File: config.mk
export PLATFORM = sky130hd
export DESIGN_NAME = plc_write_stage
export DESIGN_NICKNAME = d
export VERILOG_FILES = /design/src/rtl/plc_write_stage.sv
export SDC_FILE = /design/constraint.sdc
export NUM_CORES = 1
export LEC_CHECK = 0
export CAP_MARGIN = 20
export CORE_UTILIZATION = 40
export DETAILED_ROUTE_END_ITERATION = 8
export MAX_ROUTING_LAYER = met4
export PLACE_DENSITY = 0.83
export REMOVE_ABC_BUFFERS = 1
export SYNTH_ARGS = -nofsm -noshare
export SYNTH_HDL_FRONTEND = slang
export SYNTH_SLANG_ARGS = --single-unit
File: constraint.sdc
create_clock -name clk -period 1.4 [get_ports clk]
set_input_delay 0.14 -clock clk [delete_from_list [all_inputs] [get_ports clk]]
set_output_delay 0.14 -clock clk [all_outputs]
set_load 0.01 [all_outputs]
File: src/rtl/plc_write_stage.sv
// plc_write_stage: registers an accepted load beat into a one-cycle memory write
module plc_write_stage #(
  parameter int ADDR_W = 8,
  parameter int DATA_W = 8
) (
  input  logic              clk,
  input  logic              rst,
  input  logic              accept,
  input  logic [ADDR_W-1:0] addr,
  input  logic [DATA_W-1:0] data,
  output logic              we,
  output logic [ADDR_W-1:0] mem_addr,
  output logic [DATA_W-1:0] mem_wdata
);
  always_ff @(posedge clk or posedge rst)
    if (rst) begin
      we        <= 1'b0;
      mem_addr  <= '0;
      mem_wdata <= '0;
    end else begin
      we <= accept;
      if (accept) begin
        mem_addr  <= addr;
        mem_wdata <= data;
      end
    end
endmodule

==> job_summary.md <==
### Flow metrics

| Metric | Value |
|---|---|
| Run status | `finished clean` |
| Die Area | `1864 um2` |
| Count of routing violations after the opening detailed-route iteration | `6` |
| Top cells, area | `sky130_fd_sc_hd__dfrtp_1, sky130_fd_sc_hd__mux2_4, sky130_fd_sc_hd__mux2_2` |
| Area of the multi-input gates | `217.7 um2` |
| Internal power of the cells | `0.8323 mW` |
| Number of fillers in the final layout | `around 120` |
| Internal reg-to-reg setup slack | `a little over 0.6 ns` |
| Count of buffer and inverter cells on the critical path | `1` |
| Data arrival time of the worst path | `1.21 ns` |
| Logic pwr share | `24.9%` |
| Number of gates on the worst path with buffers counted | `1` |
| Relative slew slack | `between 80 and 90%` |
| Actual transition at the worst max-transition pin | `0.2139 ns` |
| Comb power | `between 0.2 and 0.3 mW` |
| Post-synth design cell area | `678.2 um2` |
| Buffer count from post-CTS setup fixing | `0` |
| Sequential-to-total area share from yosys stat | `62.73%` |
| First-pass DRT Iterations | `2` |
| Crit Path Category | `reg2out` |
| Total of endpoints with negative setup slack in the final report | `0` |
| Bufs on Longest Clock Path | `2` |
| Worst r2r dst | `mem_addr[1]` |
| Post-CTS resize count | `0` |
| Crit. End Element | `output pin` |
| Yosys warning count | `0` |
| RSZ-0062 raised after global routing | `no` |
| Main logic family | `multiplexers` |
| Count of distinct cell types in the synthesized netlist | `6` |
| Summed negative setup slack over all endpoints | `0 ns` |
| Number of sinks handled by clock tree synthesis | `17` |
| Sw frac | `23.53%` |
| Final number of hold-violating endpoints | `0` |
| Share of cells above drive strength 1 | `29.33%` |
| AO/OA Area Share | `0%` |
-- layer usage --
layer / share of wire (%) / vias to the layer above / routed length [um] / GRT usage [%]
met5: 0 / - / 0 / -
met4: 2.9 / 0 / 39 / 12.73
met3: 8.7 / 4 / 117 / 5.532
met2: 44 / 25 / 592 / 23.88
met1: 44 / 209 / 590 / 21.17
li1: - / 201 / - / -
-- per-stage QoR --
stage / hold WS [ns] / util, % / power, mW / setup WS (ns) / cells
final: 0.1608 / 69.56 / 1.088 / 0.04877 / 91
after global routing: 0.1802 / 69.56 / 1.148 / 0.002643 / 91
after CTS: 0.1697 / 69.56 / 1.104 / 0.03410 / 91
after detailed placement: 0.4860 / 67.78 / 0.8455 / 0.1013 / 87
after global placement: 0.4689 / 67.78 / 0.8386 / 0.1084 / 87
after floorplan: 0.06607 / - / 0.6677 / 0.6207 / 34
-- cells in the final DEF (no fill, tap or decap), drive strengths merged --
master | Yosys | final
inv | 1 | 1
clkdlybuf4s50 | 0 | 35
buf | 2 | 2
mux2 | 16 | 16
dfrtp | 17 | 17
clkinv | 0 | 1
clkbuf | 0 | 3
-- area by class of cell --
class,instances,area share (%)
sequential,17,39.67
timing repair buffer,37,35.24
multi-input combinational,16,20.30
clock buffer,3,2.100
tap,16,1.867
clock inverter,1,0.4667
inverter,1,0.3501
-- Yosys cell counts --
master	n
sky130_fd_sc_hd__mux2_4	10
sky130_fd_sc_hd__inv_1	1
sky130_fd_sc_hd__dfrtp_1	17
sky130_fd_sc_hd__buf_6	1
sky130_fd_sc_hd__buf_12	1
sky130_fd_sc_hd__mux2_2	6
-- sequential cells by signal, summed over array words and instances, names as in the netlist --
| signal | cells |
|---|---|
| we | 1 |
| mem_wdata | 8 |
| mem_addr | 8 |
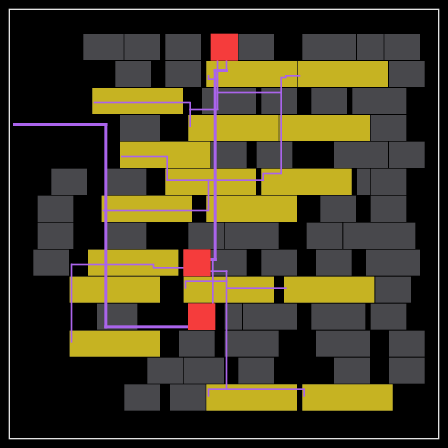
(clock network drawn from the DEF)
[flip-flops] yellow | count: 17
[clock wires] purple | length: 201 um
[cells driving clock nets] red | count: 3
routed clock nets	4

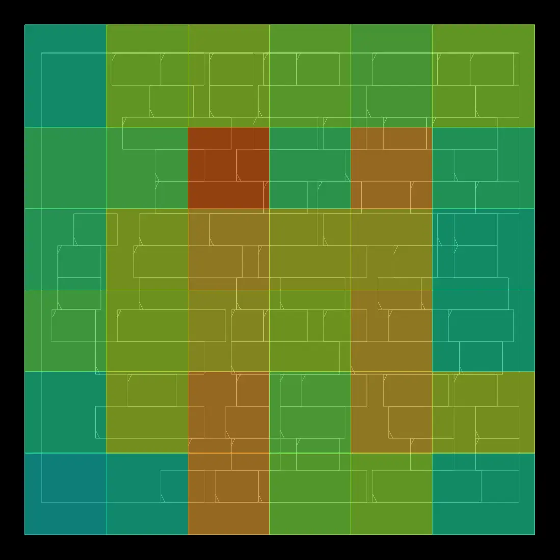
(congestion heat map)
global routing met1 resource utilization: 21.17%
fin util: 69.56%
Global Route met2 Usage: 23.88%
busiest grt layer: met2
overall track demand over capacity in global routing: 17.37%

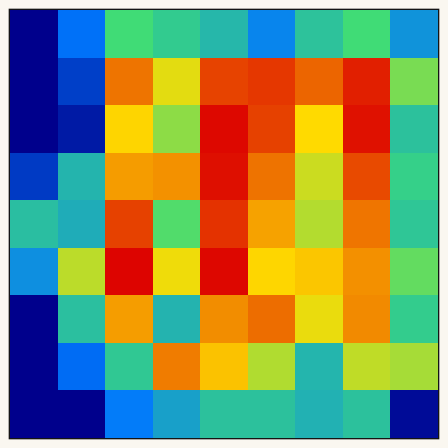
(cell density map)
9 x 9 tiles, from dark blue (low) to red (high), 0 to 100% covered.
densest ninth of the die	centre
mean over tiles	56%
nearly empty tiles	8.6%
emptiest ninth of the die	south-west
fullest tile	100%
starting density of the core: 43.99%
core region area: 1541 um2

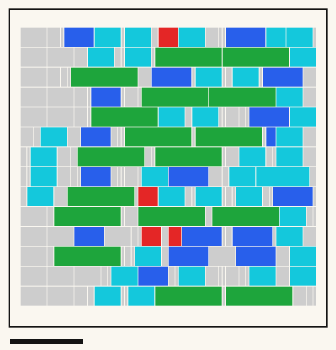
(placed cells, one colour a class)
Bar = 10 um. Fill, decap, tap and diode cells in grey.
class	colour	cells	share of their area
flops	green	17	40%
other buffers and delay cells	cyan	37	36%
clock drivers and dummy loads	red	4	2.6%
all other logic	blue	17	21%

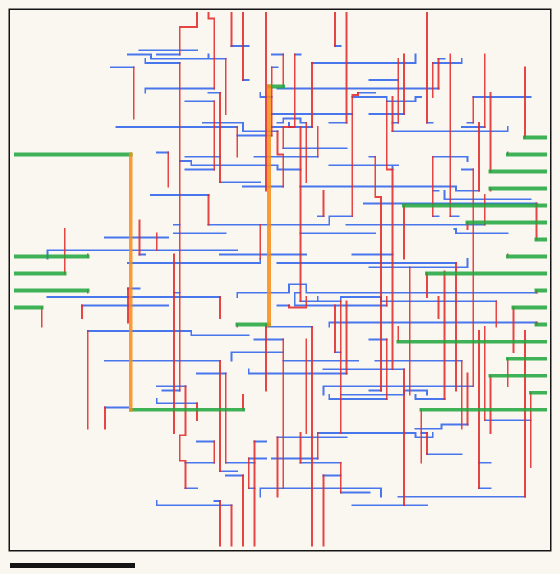
(metal layers overlaid)
Bar = 10 um.
layer	colour	wire length
met2	red	593 um
met1	blue	591 um
met4	orange	39.4 um
met3	green	117 um

No activity file was given, so power comes from the tool's default toggle rates.
